File: config.mk
export PLATFORM = sky130hd
export DESIGN_NAME = gate_seq_ctrl
export DESIGN_NICKNAME = d
export VERILOG_FILES = /design/src/rtl/gate_ctrl_pkg.sv /design/src/rtl/btn_debounce.sv /design/src/rtl/gate_seq_ctrl.sv
export SDC_FILE = /design/constraint.sdc
export NUM_CORES = 1
export LEC_CHECK = 0
export CORE_MARGIN = 2
export CORE_UTILIZATION = 42
export DETAILED_ROUTE_END_ITERATION = 6
export GPL_ROUTABILITY_DRIVEN = 0
export MAX_ROUTING_LAYER = met4
export PLACE_DENSITY = 0.68
export SLEW_MARGIN = 40
export SYNTH_ARGS = -nofsm -noshare
export SYNTH_HDL_FRONTEND = slang
export SYNTH_SLANG_ARGS = --single-unit
File: constraint.sdc
create_clock -name clk -period 3.3 [get_ports clk]
set_input_delay 0.66 -clock clk [delete_from_list [all_inputs] [get_ports clk]]
set_output_delay 0.66 -clock clk [all_outputs]
set_load 0.05 [all_outputs]
File: src/rtl/gate_ctrl_pkg.sv
// Shared types and defaults for the gates input sequencer.
package gate_ctrl_pkg;

    localparam int DEB_CYCLES_DEF  = 500_000;
    localparam int STEP_CYCLES_DEF = 50_000_000;

    typedef enum logic {
        MANUAL = 1'b0,
        SCAN   = 1'b1
    } state_t;

endpackage

File: src/rtl/btn_debounce.sv
// Two-flop synchronizer followed by a consecutive-stable-cycle debouncer for
// one active-low button; level and synchronizer reset to released (1).
module btn_debounce #(
    parameter int DEB_CYCLES = 500_000
) (
    input  logic clk,
    input  logic rst_n,
    input  logic raw,
    output logic db
);

    localparam int CNT_W = $clog2(DEB_CYCLES + 1);

    logic             sync1_q;
    logic             sync2_q;
    logic             db_q;
    logic             db_d;
    logic [CNT_W-1:0] cnt_q;
    logic [CNT_W-1:0] cnt_d;
    logic [CNT_W-1:0] cnt_inc;

    assign cnt_inc = cnt_q + 1'b1;

    // Any cycle where the synced level agrees with db restarts the count.
    always_comb begin
        db_d  = db_q;
        cnt_d = '0;
        if (sync2_q != db_q) begin
            if (cnt_inc == CNT_W'(DEB_CYCLES)) begin
                db_d = sync2_q;
            end else begin
                cnt_d = cnt_inc;
            end
        end
    end

    always_ff @(posedge clk or negedge rst_n) begin
        if (!rst_n) begin
            sync1_q <= 1'b1;
            sync2_q <= 1'b1;
            db_q    <= 1'b1;
            cnt_q   <= '0;
        end else begin
            sync1_q <= raw;
            sync2_q <= sync1_q;
            db_q    <= db_d;
            cnt_q   <= cnt_d;
        end
    end

    assign db = db_q;

endmodule

File: src/rtl/gate_seq_ctrl.sv
// Drives the active-low operand inputs of the gates block either from the
// debounced buttons (MANUAL) or from an automatic four-step pattern (SCAN).
module gate_seq_ctrl
    import gate_ctrl_pkg::*;
#(
    parameter int DEB_CYCLES  = DEB_CYCLES_DEF,
    parameter int STEP_CYCLES = STEP_CYCLES_DEF
) (
    input  logic       clk,
    input  logic       rst_n,
    input  logic       in1,
    input  logic       in2,
    input  logic       btn_mode,
    output logic       gate_in1,
    output logic       gate_in2,
    output logic       scan_active,
    output logic [1:0] step_idx,
    output logic       step_stb
);

    localparam int TMR_W = $clog2(STEP_CYCLES);

    logic [2:0]       raw_bus;
    logic [2:0]       db_bus;

    state_t           state_q, state_d;
    logic [1:0]       idx_q, idx_d;
    logic [TMR_W-1:0] tmr_q, tmr_d;
    logic             stb_q, stb_d;
    logic             gate1_q, gate1_d;
    logic             gate2_q, gate2_d;
    logic             mode_prev_q;
    logic             press_q;

    assign raw_bus = {btn_mode, in2, in1};

    generate
        for (genvar gi = 0; gi < 3; gi++) begin : g_deb
            btn_debounce #(
                .DEB_CYCLES(DEB_CYCLES)
            ) u_deb (
                .clk  (clk),
                .rst_n(rst_n),
                .raw  (raw_bus[gi]),
                .db   (db_bus[gi])
            );
        end
    endgenerate

    // Press is registered from the debounced mode fall; releases are ignored.
    always_ff @(posedge clk or negedge rst_n) begin
        if (!rst_n) begin
            mode_prev_q <= 1'b1;
            press_q     <= 1'b0;
        end else begin
            mode_prev_q <= db_bus[2];
            press_q     <= mode_prev_q & ~db_bus[2];
        end
    end

    // Press is tested before terminal count so it wins a collision.
    always_comb begin
        state_d = state_q;
        idx_d   = idx_q;
        tmr_d   = tmr_q;
        stb_d   = 1'b0;
        case (state_q)
            MANUAL: begin
                if (press_q) begin
                    state_d = SCAN;
                    idx_d   = 2'd0;
                    tmr_d   = '0;
                    stb_d   = 1'b1;
                end
            end
            SCAN: begin
                if (press_q) begin
                    state_d = MANUAL;
                    idx_d   = 2'd0;
                    tmr_d   = '0;
                end else if (tmr_q == TMR_W'(STEP_CYCLES - 1)) begin
                    idx_d = idx_q + 2'd1;
                    tmr_d = '0;
                    stb_d = 1'b1;
                end else begin
                    tmr_d = tmr_q + 1'b1;
                end
            end
            default: begin
                state_d = MANUAL;
                idx_d   = 2'd0;
                tmr_d   = '0;
            end
        endcase

        if (state_d == SCAN) begin
            gate1_d = ~idx_d[1];
            gate2_d = ~idx_d[0];
        end else begin
            gate1_d = db_bus[0];
            gate2_d = db_bus[1];
        end
    end

    always_ff @(posedge clk or negedge rst_n) begin
        if (!rst_n) begin
            state_q <= MANUAL;
            idx_q   <= 2'd0;
            tmr_q   <= '0;
            stb_q   <= 1'b0;
            gate1_q <= 1'b1;
            gate2_q <= 1'b1;
        end else begin
            state_q <= state_d;
            idx_q   <= idx_d;
            tmr_q   <= tmr_d;
            stb_q   <= stb_d;
            gate1_q <= gate1_d;
            gate2_q <= gate2_d;
        end
    end

    assign gate_in1    = gate1_q;
    assign gate_in2    = gate2_q;
    assign scan_active = (state_q == SCAN);
    assign step_idx    = idx_q;
    assign step_stb    = stb_q;

endmodule

**Run 1: clock routing**

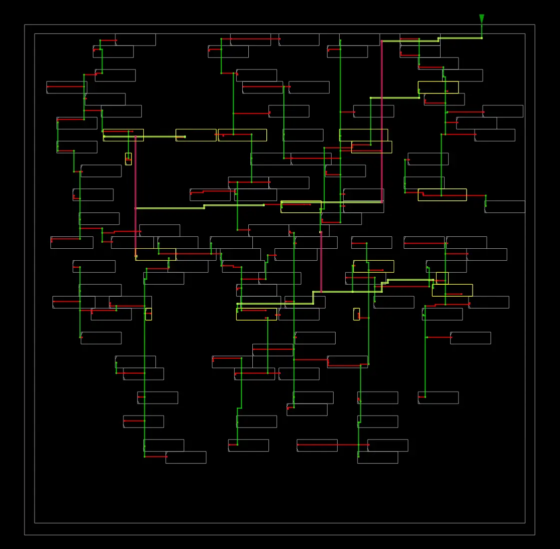
number of buffers added by the clock tree synthesis step: 9
Clk. pwr: 1.18 mW

**Run 1: routed metal, one colour a layer**

The bar under the picture is 20 um long.
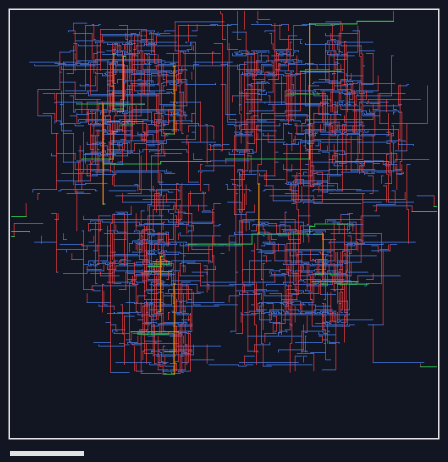
[metal 4] orange | wire length: 184 um
[metal 1] blue | wire length: 5050 um
[metal 2] red | wire length: 4740 um
[metal 3] green | wire length: 305 um
total routing resource utilization after global routing: 0.170
via count: 4012
final WL: 10300 um

==> run notes, run 1 <==
Synthesis and PnR results.

- The proportion of power drawn by flip-flops and latches is 0.500.
- Entering global routing, the biggest net connects roughly 53 pins.
- The endpoint type of the worst setup path is a register.
- The worst endpoint data arrival time reads 3.26 ns.
- The fmax is 334 MHz.
- The cell count in the Yosys report is 549.
- The warning total across the stage logs reads 26.
- The number of top-level design ports reads 11.
- The worst setup slack after placement is ~0.4 ns.
- The proportion of synthesized flip-flops having asynchronous set or reset reads 1.00.
- The number of antenna violations at the first check in global routing reads 0.
- The flow ran to the end, and the final reports show no timing, DRC or antenna violations.
- Summing every instance area after synthesis gives 0.00530 mm^2.
- According to the floorplan report, the placeable core area is 0.0125 mm^2.
- The worst min-delay path class is in2async.
- The number of gates resized after CTS is 0.
- The slew at the pin closest to its max-slew limit reads roughly 0.75 ns.
- According to the timing report, the critical path is launched from g_deb[1].u_deb.cnt_q[0]$_DFF_PN0_.
- The power share of the combinational group is 0.029.
- The register bit count reported by yosys is 100.
- The worst slew slack as a fraction of its limit reads 0.497.
- The library cell used as clock root buffer reads clkbuf_16.
- The power group with the highest consumption is registers.
- dfrtp_1 takes more of the synthesized area than any other cell.
- The final-stage net count is 573.
- The post-route total power is approximately 2.5 mW.
- The compound-gate portion of the synthesized area is 0.0838.
- The total of max-cap violations is 0.
- Per the CTS log, the buffer count on the longest clock path is 2.
- For reference, the post-synthesis area per instance comes to slightly below 10 um^2.
- CTS built an H-tree with a depth of 3.
- The cell area power density is roughly 420 mW/mm^2.
- The count of cells in the finished layout, fillers not included, comes to 740.
**Run 1: sequential cells grouped by signal name**

The bar under the picture is 20 um long.
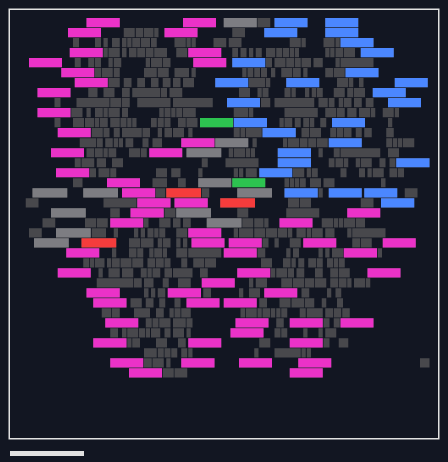
[`step_idx`] green | placed flops: 2
[`tmr_q`] blue | placed flops: 26
[`g_deb.u_deb.db`] red | placed flops: 3
[`g_deb.u_deb.cnt_q`] magenta | placed flops: 57
flip-flop and latch share of the layout cell area: 0.424
Sequential cell area: 0.00252 mm^2
seq pwr: 1.26 mW

run 1: routing by layer:
layer,share of wire,vias up,GRT usage
li1,-,1984,-
met1,0.49,1940,0.227
met2,0.46,67,0.252
met3,0.030,21,0.0431
met4,0.018,0,0.0627
met5,0,-,-
run 1: flip-flops by register name, summed over array words and instances (netlist names), 2 cells and up:
name and cells:
g_deb.u_deb.cnt_q 57, step_idx 2, g_deb.u_deb.sync2_q 3, g_deb.u_deb.db 3, tmr_q 26, g_deb.u_deb.sync1_q 3
run 1: layout make-up:
class | instances | area, um^2
multi-input cells | 421 | 2640
well taps | 172 | 215
inverters | 10 | 37.5
repair buffers | 21 | 193
flip-flops and latches | 100 | 2520
clock inverters | 4 | 97.6
fillers | 1157 | 6530
clock buffers | 12 | 236
--- run 2 (diff from run 1) ---
--- a/config.mk
+++ b/config.mk
@@ -7,6 +7,7 @@
 export LEC_CHECK = 0
 export CORE_MARGIN = 2
 export CORE_UTILIZATION = 42
+export CTS_CLUSTER_SIZE = 8
 export DETAILED_ROUTE_END_ITERATION = 6
 export GPL_ROUTABILITY_DRIVEN = 0
 export MAX_ROUTING_LAYER = met4
**Run 2: clock routing**

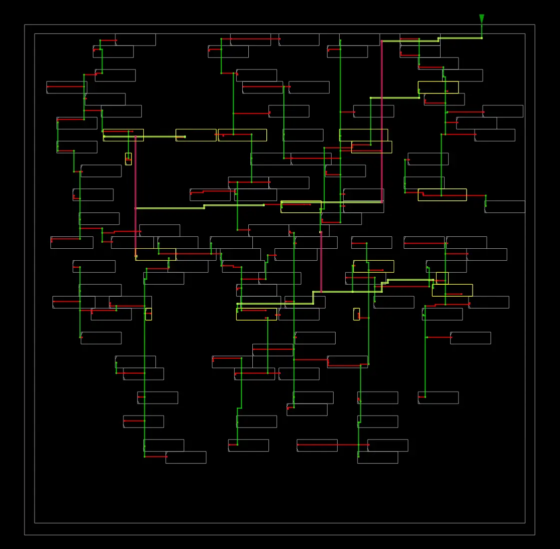
tally of clock buffers in the finished layout: 12
clock network latency to the later pin of the worst-skew pair: 0.34 ns
count of flip-flops and latches: 100
final worst clock skew: 0.00713 ns

==> run 2 against run 1 <==
First-iteration DRC count is the same. Area after synthesis did not move. Maximum frequency is the same. Critical endpoint unchanged. Highest routed layer unchanged.
==> run notes, run 2 <==
Synthesis and PnR results.

- The endpoint type of the worst setup path reads a register.
- The core region is about 0.012 mm^2.
- The cell count in the Yosys report reads 549.
- The post-route total power is 2.51 mW.
- The flip-flop and latch power reads 1.26 mW.
- Per the synthesis report, the AND-OR/OR-AND share of the synthesized area is 0.0838.
- The flow ran to the end, and the final reports show no timing, DRC or antenna violations.
- The warning total across the stage logs is 26.
- The power group with the highest consumption reads registers.
- Entering global routing, the biggest net connects approximately 53 pins.
- The overall global routing resource usage reads 0.170.
- The power share of the combinational group is 0.029.
- The number of flip-flops in the largest register is 57.
- The clock network power reads 1.18 mW.
- The worst endpoint data arrival time is about 3.3 ns.
- The worst slew slack as a fraction of its limit reads 0.497.
- The total via count in the routed design is 4012.
- The overall routed net length is roughly 10000 um.
- The top register by number of flip-flops is g_deb.u_deb.cnt_q.
- At the end of the flow, the number of nets in the layout was 573.
- The type recorded for the worst min-delay path is in2async.
- The number of antenna violations at the first check in global routing reads 0.
-- run 2: per-layer routing --
layer | global-route usage | wire length, um | vias up
li1 | - | - | 1984
met1 | 0.227 | 5050 | 1940
met2 | 0.252 | 4740 | 67
met3 | 0.0431 | 305 | 21
met4 | 0.0627 | 183 | 0
met5 | - | 0 | -
-- run 2: final cells by class --
class                   count  area, um^2  share of cell area
flip-flops and latches    100        2520               0.424
inverters                  10        37.5             0.00632
repair buffers             21         193              0.0324
well taps                 172         215              0.0362
clock inverters             4        97.6              0.0164
multi-input cells         421        2640               0.445
clock buffers              12         236              0.0398
-- run 2: kinds of logic after synthesis --
logic type               after synthesis
XOR/XNOR                              66
multiplexers                           7
flip-flops                           100
buffers and inverters                 28
adder cells (fa/ha/maj)                5
AND/OR/NAND/NOR                      282
AND-OR/OR-AND                         61
No activity file was given, so power comes from the tool's default toggle rates.
